===== config.mk =====
export PLATFORM = sky130hd
export DESIGN_NAME = dmem_port_arbiter
export DESIGN_NICKNAME = d
export VERILOG_FILES = /design/src/rtl/dmem_arb_pkg.sv /design/src/rtl/dmem_port_arbiter_chk.sv /design/src/rtl/dmem_port_arbiter_starve_counter.sv /design/src/rtl/dmem_port_arbiter.sv
export SDC_FILE = /design/constraint.sdc
export NUM_CORES = 1
export LEC_CHECK = 0
export CORE_AREA = 2 2 94 96
export CTS_CLUSTER_SIZE = 30
export DETAILED_ROUTE_END_ITERATION = 7
export DIE_AREA = 0 0 96 98
export PLACE_DENSITY = 0.89
export SLEW_MARGIN = 20
export SYNTH_ARGS = -nofsm -noshare
export SYNTH_HDL_FRONTEND = slang
export SYNTH_SLANG_ARGS = --single-unit

===== constraint.sdc =====
create_clock -name clk -period 8.24 [get_ports clk]
set_clock_uncertainty 0.15 [all_clocks]
set_input_delay 1.648 -clock clk [delete_from_list [all_inputs] [get_ports clk]]
set_output_delay 1.648 -clock clk [all_outputs]
set_load 0.005 [all_outputs]

===== src/rtl/dmem_arb_pkg.sv =====
// Shared types for the data-memory port arbiter: FSM states, port owner and
// the request bundle used on both the requester side and the memory side.
package dmem_arb_pkg;

  localparam int unsigned DMEM_ADDR_W = 9;
  localparam int unsigned DMEM_DATA_W = 32;

  typedef enum logic [0:0] {
    S_NORMAL = 1'b0,
    S_FORCE  = 1'b1
  } state_e;

  typedef enum logic [1:0] {
    OWN_NONE = 2'd0,
    OWN_CORE = 2'd1,
    OWN_EXT  = 2'd2
  } owner_e;

  typedef struct packed {
    logic                   rd;
    logic                   wr;
    logic [DMEM_ADDR_W-1:0] addr;
    logic [DMEM_DATA_W-1:0] wdata;
    logic [2:0]             func3;
  } dmem_req_t;

  // Keeps addr/wdata/func3 of a request but removes its enables.
  function automatic dmem_req_t req_quiet(input dmem_req_t r);
    dmem_req_t q;
    q    = r;
    q.rd = 1'b0;
    q.wr = 1'b0;
    return q;
  endfunction

endpackage


===== src/rtl/dmem_port_arbiter_chk.sv =====
// Elaboration-time parameter checks for dmem_port_arbiter.
module dmem_port_arbiter_chk
  import dmem_arb_pkg::*;
#(
  parameter int unsigned MAX_WAIT   = 8,
  parameter int unsigned DM_ADDRESS = 9,
  parameter int unsigned DATA_W     = 32
) ();

  if (MAX_WAIT < 1 || MAX_WAIT > 255) begin : g_bad_max_wait
    $error("dmem_port_arbiter: MAX_WAIT must be in 1..255");
  end
  if (DM_ADDRESS != DMEM_ADDR_W || DATA_W != DMEM_DATA_W) begin : g_bad_width
    $error("dmem_port_arbiter: widths must match dmem_arb_pkg");
  end

endmodule


===== src/rtl/dmem_port_arbiter_starve_counter.sv =====
// Saturating blocked-cycle counter; sat_next flags the edge at which the
// count reaches MAX so the arbiter can switch to a forced grant.
module starve_counter #(
  parameter int unsigned MAX = 8
) (
  input  logic clk,
  input  logic reset,
  input  logic inc,
  input  logic clr,
  output logic sat_next
);

  localparam logic [7:0] MAX_C = 8'(MAX);

  logic [7:0] count_r;

  assign sat_next = inc & ~clr & (count_r >= (MAX_C - 8'd1));

  // Blocked-cycle count, cleared whenever the requester is served or leaves.
  always_ff @(posedge clk or negedge reset) begin
    if (!reset) begin
      count_r <= 8'd0;
    end else if (clr) begin
      count_r <= 8'd0;
    end else if (inc && (count_r != MAX_C)) begin
      count_r <= count_r + 8'd1;
    end else begin
      count_r <= count_r;
    end
  end

endmodule


===== src/rtl/dmem_port_arbiter.sv =====
// Shares the data-memory port between the MEM stage (fixed priority) and an
// external requester, with a starvation-forced external grant.
module dmem_port_arbiter
  import dmem_arb_pkg::*;
#(
  parameter int unsigned DM_ADDRESS = 9,
  parameter int unsigned DATA_W     = 32,
  parameter int unsigned MAX_WAIT   = 8
) (
  input  logic                  clk,
  input  logic                  reset,
  input  logic                  core_rd,
  input  logic                  core_wr,
  input  logic [DM_ADDRESS-1:0] core_addr,
  input  logic [DATA_W-1:0]     core_wdata,
  input  logic [2:0]            core_func3,
  output logic [DATA_W-1:0]     core_rdata,
  output logic                  core_stall,
  input  logic                  ext_valid,
  input  logic                  ext_we,
  input  logic [DM_ADDRESS-1:0] ext_addr,
  input  logic [DATA_W-1:0]     ext_wdata,
  input  logic [2:0]            ext_func3,
  output logic                  ext_ready,
  output logic                  ext_rvalid,
  output logic [DATA_W-1:0]     ext_rdata,
  output logic                  mem_rd,
  output logic                  mem_wr,
  output logic [DM_ADDRESS-1:0] mem_addr,
  output logic [DATA_W-1:0]     mem_wdata,
  output logic [2:0]            mem_func3,
  input  logic [DATA_W-1:0]     mem_rdata,
  output logic                  err_conflict
);

  dmem_port_arbiter_chk #(
    .MAX_WAIT   (MAX_WAIT),
    .DM_ADDRESS (DM_ADDRESS),
    .DATA_W     (DATA_W)
  ) u_chk ();

  state_e            state_r, state_next_s;
  owner_e            owner_s;
  dmem_req_t         core_req_s, ext_req_s, mem_req_s;
  logic              core_any_s, ext_hs_s, blocked_s, cnt_clr_s, sat_next_s;
  logic              ext_rvalid_r, err_conflict_r;
  logic [DATA_W-1:0] ext_rdata_r;

  // A simultaneous read+write from the core is treated as a write.
  assign core_any_s = core_rd | core_wr;
  assign core_req_s = '{rd: core_rd & ~core_wr, wr: core_wr, addr: core_addr,
                        wdata: core_wdata, func3: core_func3};
  assign ext_req_s  = '{rd: ~ext_we, wr: ext_we, addr: ext_addr,
                        wdata: ext_wdata, func3: ext_func3};

  // Port owner selection: forced ext, then core, then ext.
  always_comb begin
    owner_s = OWN_NONE;
    if ((state_r == S_FORCE) && ext_valid) begin
      owner_s = OWN_EXT;
    end else if (core_any_s) begin
      owner_s = OWN_CORE;
    end else if (ext_valid) begin
      owner_s = OWN_EXT;
    end else begin
      owner_s = OWN_NONE;
    end
  end

  // Memory-side mux; an idle port still presents the core address/data.
  always_comb begin
    mem_req_s = req_quiet(core_req_s);
    case (owner_s)
      OWN_CORE: mem_req_s = core_req_s;
      OWN_EXT:  mem_req_s = ext_req_s;
      OWN_NONE: mem_req_s = req_quiet(core_req_s);
      default:  mem_req_s = req_quiet(core_req_s);
    endcase
  end

  assign mem_rd     = mem_req_s.rd & reset;
  assign mem_wr     = mem_req_s.wr & reset;
  assign mem_addr   = mem_req_s.addr;
  assign mem_wdata  = mem_req_s.wdata;
  assign mem_func3  = mem_req_s.func3;
  assign core_rdata = mem_rdata;
  assign ext_ready  = (owner_s == OWN_EXT) & reset;
  assign core_stall = (owner_s == OWN_EXT) & core_any_s & reset;

  assign ext_hs_s   = ext_valid & ext_ready;
  assign blocked_s  = ext_valid & ~ext_ready;
  assign cnt_clr_s  = ext_hs_s | ~ext_valid;

  starve_counter #(.MAX(MAX_WAIT)) u_starve (
    .clk      (clk),
    .reset    (reset),
    .inc      (blocked_s),
    .clr      (cnt_clr_s),
    .sat_next (sat_next_s)
  );

  // Force state lasts until the one forced ext access completes or is withdrawn.
  always_comb begin
    state_next_s = state_r;
    case (state_r)
      S_NORMAL: begin
        if (sat_next_s) state_next_s = S_FORCE;
        else            state_next_s = S_NORMAL;
      end
      S_FORCE: begin
        if (cnt_clr_s) state_next_s = S_NORMAL;
        else           state_next_s = S_FORCE;
      end
      default: state_next_s = S_NORMAL;
    endcase
  end

  // FSM, external read response and sticky conflict flag.
  always_ff @(posedge clk or negedge reset) begin
    if (!reset) begin
      state_r        <= S_NORMAL;
      ext_rvalid_r   <= 1'b0;
      ext_rdata_r    <= '0;
      err_conflict_r <= 1'b0;
    end else begin
      state_r        <= state_next_s;
      ext_rvalid_r   <= ext_hs_s & ~ext_we;
      ext_rdata_r    <= (ext_hs_s & ~ext_we) ? mem_rdata : ext_rdata_r;
      err_conflict_r <= err_conflict_r | (core_rd & core_wr);
    end
  end

  assign ext_rvalid   = ext_rvalid_r;
  assign ext_rdata    = ext_rdata_r;
  assign err_conflict = err_conflict_r;

endmodule


Figure 1. Signal wires on met1 (run 1).
Bar = 20 um. Supply wires on this layer in gray.
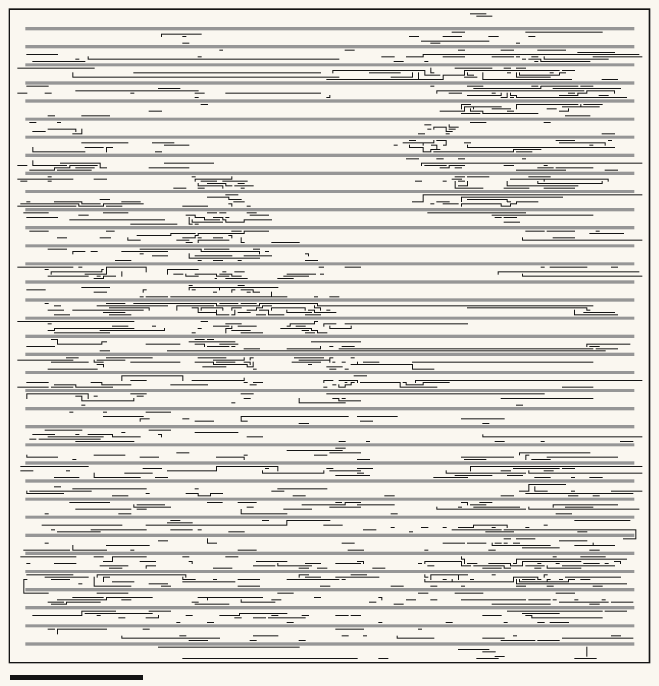
share of all routed wire: 37%
main direction: horizontal
longest straight run: 65.8 um
wire length on this layer: 3720 um
vias post-DR: 2616
global routing usage on met1: 0.2286
aggregate routed wire length: 10100 um

Figure 2. Signal wires on met2 (run 1).
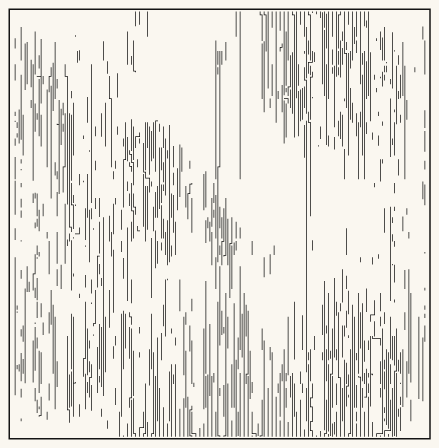
wire length on this layer: 4910 um
share of all routed wire: 49%
met2 track demand over resource: 0.3574

Figure 3. The metal 3 layer (run 1).
Bar = 20 um.
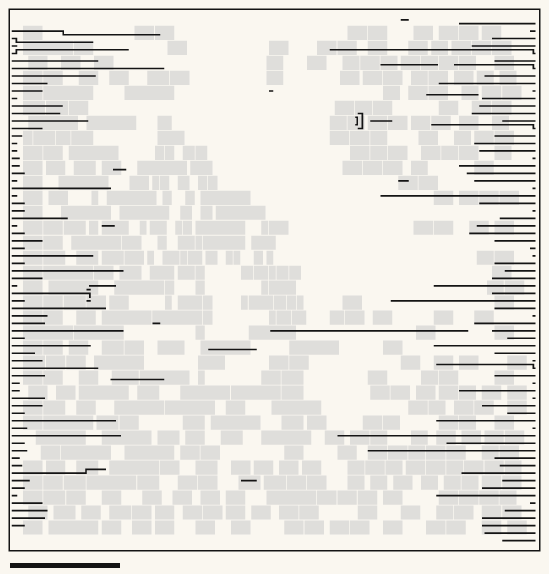
main direction: horizontal
longest straight run: 36.8 um
wire length on this layer: 1280 um
share of all routed wire: 13%
met3 routing resource usage after global routing: 0.07407

==> run summary, run 1 <==
Quick summary of the implementation run below.

The die covers 9408 sq um. The count of final hold-check violations is 0. The slew at the pin with the worst max-slew slack came out at 977.6 ps.

The total power came out at 587.9 uW. The number of global-route vias before repair is 2760. The type recorded for the worst min-delay path is reg -> reg. The total clock buffers created by CTS is 5. The placement-stage cell area is 4747 sq um. Per the repair_timing log after CTS, setup buffers inserted total 0. The register with the most flip-flops in the layout has 32 of them. The footprint of the flip-flops and latches is 1076 sq um. The number of standard-cell rows in the floorplan is 34.

After global routing the overflow that remains totals 0. Per the OpenROAD floorplan log, the area of the core is 8466 sq um. The highest achievable clock rate came out at 152.1 MHz. The critical path endpoint has a required time of 6440 ps. The final instance area is 4841 sq um.

In this run the clock root is driven by a clkbuf_8. The sum of routed wire segments on met1 came out at 3724 um. The synthesis-to-layout area growth came out at 91.63%. On the critical path the data arrives at 4780 ps. Per the final layout report, the fraction of cells sized above drive strength 1 comes to 0.1075. The TritonCTS clock tree is yes. The cell that appears most often on the critical path is clkdlybuf4s50_1. The filler cell count came out at 711.

STA classifies the critical path startpoint as an input port. The clock-pin slew of the registers on the worst-case setup and hold paths came out at 80 ps. The iteration tally of the first detailed-router pass came out at 4.

The number of I/O port buffers came out at 239. The die is 96 um wide. The number of H-tree branching levels is 2. The register area share after synthesis came out at 0.4260. For this block, the initial DRC count from the detailed router was 46.

IR analysis of the VDD net gives a maximum drop of 0.1085 mV. The biggest cell delay along the critical path came out at 850 ps. Looking at the setup timing report, the critical path kind is in -> out. The number of unique standard cell types used by synthesis is 32. The power density normalized to cell area came out at 121.5 nW/um^2.

The number of antenna violations at the first check in global routing came out at 0. The synthesis stat section lists a flop and latch total of 43. The detailed router reports a met3 wire length of 1274 um. The worst-case clock buffer depth came out at 2. The worst hold slack across all endpoints is 320.6 ps.

Per the final report, max-transition violations number 0. The post-synthesis instance area came out at 2526 sq um. The number of nets in the synthesized netlist is 357. The antenna violation net count after detailed routing came out at 0.

The stage-log warning count came out at 28. The report lists the number of cells resized after CTS as 0. The final timing report gives a worst setup slack of 1664 ps. The number of clock sinks came to 43. The critical path's slowest stage uses the library cell nor2b_4. The net count of the finished layout came out at 557.

The number of placed instances with taps included came out at 528. The count of buffering cells on the critical path with inverters included came out at 2. The total length of routed met2 wires came out at 4909 um. The die outline height is 98 um. STA classifies the critical path endpoint as a primary output. The flow ran to the end, and the final reports show no timing, DRC or antenna violations. The HPWL after detailed placement is 8119 um.

The yosys-reported design area after synthesis came out at 2526 sq um. The maximum number of pins on one net before global-route repair is 48. The synthesized area per cell came out at 11.13 sq um. At the placement stage, the worst setup path has a slack of 1751 ps. Summed over all routing layers, the global router reports a total usage of 0.2054. The family with the most delay on the worst path is buffers and inverters. The share of the core filled with cells in the final layout came out at 0.5718. The global placement routability congestion is 0.8669. The cts-stage hold buffer count came out at 0. The post-detailed-route DRC marker count came out at 0.

The time the final worst path needs with I/O delays and setup came out at 6576 ps. Along the worst path, the maximum fanout reaches 44. The leakage power summed over all cells came out at 0.002046 uW.
[run 1: power by group]
group	switching, uW	leakage [uW]	total (uW)	internal (uW)
logic	67.6	0.00142	221	154
clock network	70.5	0.0000412	130	59.3
registers	9.38	0.000580	237	227
total	147	0.00205	588	440
[run 1: layout make-up]
| type | instances | area share |
|---|---|---|
| Sequential cell | 43 | 0.2223 |
| Tap cell | 108 | 0.02791 |
| Timing Repair Buffer | 240 | 0.4947 |
| Clock buffer | 6 | 0.01499 |
| Inverter | 5 | 0.003877 |
| Multi-Input combinational cell | 132 | 0.2337 |
| Clock inverter | 2 | 0.002585 |
[run 1: placed cells by master (no fill, tap or decap), types with 2 or more instances in the layout]
| cell type | synthesis | layout |
|---|---|---|
| a21o_1 | 2 | 2 |
| a21oi_1 | 6 | 6 |
| a22o_1 | 44 | 44 |
| clkbuf_8 | 0 | 5 |
| clkdlybuf4s50_1 | 0 | 238 |
| dfrtp_1 | 43 | 43 |
| ha_1 | 4 | 4 |
| inv_1 | 5 | 5 |
| mux2_2 | 32 | 32 |
| nand2_1 | 5 | 5 |
| nand2b_1 | 2 | 2 |
| nand3_1 | 5 | 5 |
| nand3b_1 | 2 | 2 |
| nor2_1 | 7 | 7 |
| nor3_1 | 2 | 2 |
| o21ai_0 | 4 | 4 |
| or3_1 | 3 | 3 |
| xor2_1 | 2 | 2 |
[run 1: cells in the mapped netlist]
cell / count / area (sq um)
xnor2_1: 1 / 8.760
ha_1: 4 / 50.05
nor2_1: 7 / 26.28
clkbuf_1: 1 / 3.750
a22o_1: 44 / 385.4
nand3_1: 5 / 25.02
o21ai_0: 4 / 20.02
and2_1: 1 / 6.260
nand4_1: 1 / 6.260
nor4_1: 1 / 6.260
o211ai_4: 1 / 21.27
a21oi_1: 6 / 30.03
dfrtp_1: 43 / 1076
nand4b_2: 1 / 15.01
a21o_1: 2 / 15.01
inv_1: 5 / 18.77
or3_1: 3 / 18.77
and3b_1: 1 / 8.760
or2_2: 1 / 6.260
a31oi_1: 1 / 6.260
clkbuf_4: 1 / 7.510
a22oi_1: 1 / 7.510
nand3b_1: 2 / 15.01
nor3_1: 2 / 10.01
nand2_1: 5 / 18.77
nor2b_1: 1 / 6.260
xor2_1: 2 / 17.52
buf_4: 32 / 240.2
mux2_2: 32 / 360.4
or4_4: 1 / 11.26
nand2b_1: 2 / 12.51
buf_2: 13 / 65.06
[run 1: logic make-up after synthesis]
kind of cell | count (synthesis) | synth area share
xor gates and xnor gates | 3 | 0.01040
adders and majority gates | 4 | 0.01981
DFF | 43 | 0.4260
buffers and inverters | 52 | 0.1327
muxes | 32 | 0.1426
AOI/OAI and AO/OA | 59 | 0.1922
and+or+nand+nor | 34 | 0.07628
[run 1: final timing paths]
kind                         startpoint       endpoint  slack (ps)  cells past startpoint
max in group asynchronous         reset  ext_rdata[21]        6240                      2
min in group asynchronous         reset  ext_rdata[15]        1290                      2
min reg2reg                err_conflict   err_conflict         320                      1
max reg2reg                     state_r   ext_rdata[4]        5980                      5
min                        err_conflict   err_conflict         320                      1
max                           ext_valid    mem_addr[3]        1660                      7
==> inputs of run 2 (changes only) <==
Settings changed: CORE_AREA 2 2 94 96 to default, CORE_UTILIZATION from default to 28, DIE_AREA 0 0 96 98 to default, PLACE_DENSITY 0.89 to 0.87.
Clock period 8.24 ns to 5.35 ns, I/O delays scaled along.
Figure 4. The metal 3 layer (run 2).
Bar = 20 um.
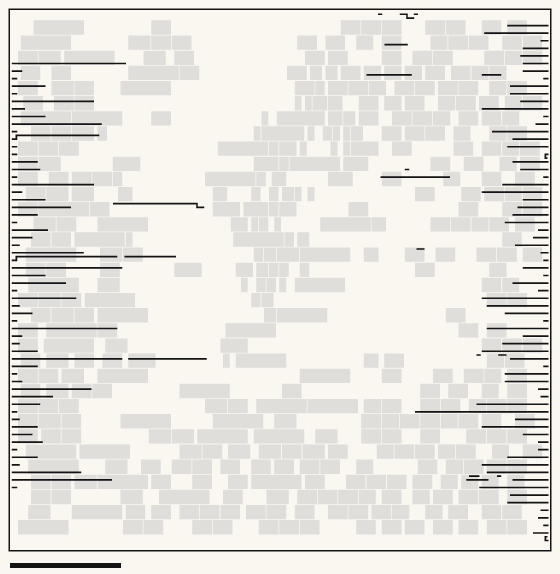
longest straight run: 23.7 um
nets with wire on the layer: 136
share of all routed wire: 8.6%
main direction: horizontal
met3 routing resource usage after global routing: 0.05853
aggregate routed wire length: 9671 um
vias post-DR: 2644

Figure 5. Clock wiring as the flow saved it (run 2).
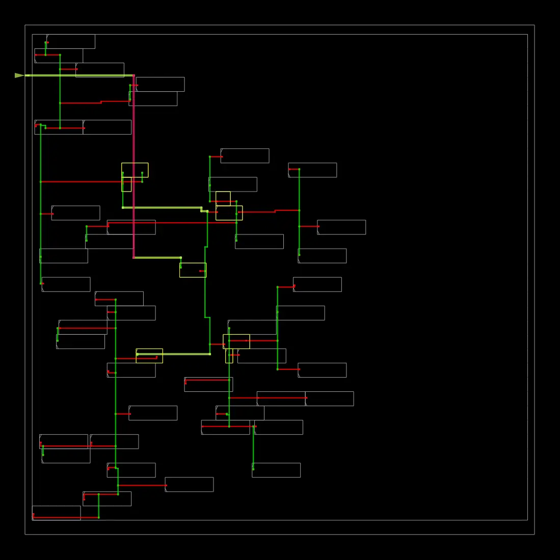
num sequential: 43
CTS buffer count: 5
clk_lat worst skew: 280 ps

==> run 2 against run 1 <==
Compared with the run above:
- synthesized cell count stayed put
- critical path type unchanged
- core utilization is 1.5 points lower
- worst setup slack worse by 1500 ps
- cell count increased by 0.37%
- area after synthesis did not move
- hold slack gained 0.56 ps
- non-clock buffer count is 2 higher
==> run summary, run 2 <==
Quick summary of the implementation run below.

The run finished with clean final reports. The clock-pin slew of the registers on the worst-case setup and hold paths came out at 80 ps (about the same). The maximum fanout along the worst path is 44 (unchanged). The number of sinks handled by clock tree synthesis came out at 43 (unchanged). The biggest cell delay along the critical path is 670 ps (-180 ps). The number of synthesized register bits is 43 (unchanged). The worst-case clock buffer depth is 2 (unchanged). The stage-log warning count is 28 (unchanged). After synthesis, the most frequently instantiated cells are a22o_1 (44), dfrtp_1 (43), buf_4 (32), mux2_2 (32), buf_2 (13). The number of H-tree branching levels was 2 (unchanged). The antenna violation net count after detailed routing is 0 (unchanged). The number of antenna violations at the first check in global routing came out at 0 (unchanged). The dominant logic cell type in the layout is clkdlybuf4s50_1. The count of flip-flops with a built-in enable after synthesis is 0 (unchanged). The slowest stage of the critical path is the or2_2 cell. The register area share after synthesis is 0.4260 (unchanged).

The post-route worst setup slack is 179.3 ps (-1485 ps). The number of DRC markers after the initial detailed-route iteration came to 120 (+160%). The count of buffering cells on the critical path with inverters included came out at 2 (unchanged). The endpoint class of the critical path is a primary output. The HPWL after detailed placement came out at 7629 um (-6.0%).

The worst-case vdd ir drop is 0.1238 mV (+14%). Leaving out fill and tap cells, the most frequent cells in the layout are clkdlybuf4s50_1 (238), a22o_1 (44), dfrtp_1 (43). The average vias per placed instance came out at 4.914. The global placement routability congestion is 0.8755 (+0.99%). The share of the core area taken by cells at floorplan is 0.2897. The number of slew-limit violations in the final report came to 0 (unchanged). The die outline height came to 96.99 um (-1.0%). For this run, the leading register cell type out of synthesis is dfrtp_1. The final instance area came out at 4856 sq um (+0.31%). The number of flip-flops in the largest register is 32 (unchanged).

The die width came to 96.99 um (+1.0%). The worst setup path category is in -> out. The number of I/O port buffers was 239 (unchanged). The fraction of synthesized cell area taken by the top area cell type was 0.4260 (unchanged).

The net count of the finished layout came to 559 (+0.36%). The cts-stage hold buffer count is 0 (unchanged). The synthesis-to-layout area growth is 92.22%. The number of unique standard cell types used by synthesis is 32 (unchanged). The type recorded for the worst min-delay path is reg -> reg.

The post-synthesis instance area is 2526 sq um (unchanged). The total die size came to 9406 sq um (about the same). The yosys-reported design area after synthesis came to 2526 sq um (unchanged). STA classifies the critical path startpoint as an input port. The post-CTS resize count was 0 (unchanged). The global-route usage over all layers is 0.1992 (-0.006196). The data arrival time of the critical path is 3950 ps (-830 ps). The footprint of the flip-flops and latches is 1076 sq um (unchanged). On the critical path the largest part of the delay comes from buffers and inverters. The leakage power summed over all cells came out at 0.002057 uW (+0.53%).

The net count after synthesis is 357 (unchanged). The post-detailed-route DRC marker count is 0 (unchanged). The largest area contributor in the synthesized netlist is dfrtp_1. The placement-stage cell area came out at 4762 sq um (+0.32%). The post-CTS setup repair buffer count came to 0 (unchanged). The number of global-route vias before repair is 2760 (unchanged). The root buffer cell chosen for the clock tree is clkbuf_8. The worst path needs 5171 ps of the cycle, external delays included. The filler cell count came to 759 (+6.8%). The fraction of final layout cells sized beyond drive strength 1 came out at 0.1116 (+0.004151). The area inside the core boundary came to 8721 sq um (+3.0%). The power density normalized to cell area is 186.6 nW/um^2 (+54%). The count of final hold-check violations is 0 (unchanged). The required time of the critical path is 4130 ps (-2310 ps).

The aggregate global routing overflow came out at 0 (unchanged). The worst hold slack across all endpoints is 321.1 ps (+0.5600 ps). The number of standard-cell rows in the floorplan is 34 (unchanged).

The iteration tally of the first detailed-router pass came out at 4 (unchanged). The worst setup slack before clock tree synthesis was 216.8 ps (-1535 ps). The report lists the cells along the critical path as clkdlybuf4s50_1 > a21o_1 > and2_1 > ha_1 > or2_2 > a22o_1 > clkdlybuf4s50_1. By area the synthesized netlist is led by dfrtp_1 (43%), a22o_1 (15%), mux2_2 (14%). The most repeated cell in the gate-level netlist after synthesis is a22o_1. The highest achievable clock rate is 193.4 MHz. The maximum number of pins on one net before global-route repair came out at 45 (-6.3%).
## run 2: cell types whose count changed in the layout (fill, tap and decap cells not counted), sizes merged
cell | previous run | this run
buf | 2 | 4
## run 2: layout make-up
cell class,count,share of cell area
Clock inverter,2,0.002577
Sequential cell,43,0.2216
Inverter,5,0.003865
Clock buffer,6,0.01494
Multi-Input combinational cell,132,0.2329
Tap cell,108,0.02783
Timing Repair Buffer,242,0.4963
## run 2: final timing paths
check,start,endpoint,slack [ps],cells past startpoint
max,ext_valid,mem_addr[7],180,7
min in group asynchronous,reset,err_conflict,470,1
min reg2reg,err_conflict,err_conflict,320,1
min,err_conflict,err_conflict,320,1
max in group asynchronous,reset,u_starve.count_r[6],3810,2
max reg2reg,state_r,ext_rdata[6],3050,5
## run 2: kinds of logic after synthesis
logic type / Yosys count / share of synthesized area
compound gates: 59 / 0.1922
buf+inv: 52 / 0.1327
flops: 43 / 0.4260
simple gates: 34 / 0.07628
mux: 32 / 0.1426
fa+ha+maj: 4 / 0.01981
xor+xnor: 3 / 0.01040
## run 2: where the power goes
part | switching, uW | leakage (uW) | internal (uW)
sequential | 14.5 | 0.000580 | 350
combinational | 102 | 0.00144 | 237
clock | 111 | 0.0000412 | 91.4
total | 228 | 0.00206 | 679
## run 2: per-stage QoR
stage | cells | util | total power, uW
after floorplan | 227 | - | 471.6
after global placement | 530 | 0.5461 | 704.3
after detailed placement | 530 | 0.5461 | 709.8
after CTS | 538 | 0.5558 | 918.6
after global routing | 538 | 0.5568 | 953.4
final | 538 | 0.5568 | 906.3
## run 2: routing by layer
metal	vias to the layer above	global-route usage	wire length, um
met5	-	0	0
met4	0	0.06085	172
met3	12	0.05853	831
met2	148	0.3554	4906
met1	1279	0.2281	3761
li1	1205	-	-
Power is estimated from default activity; no workload was simulated.
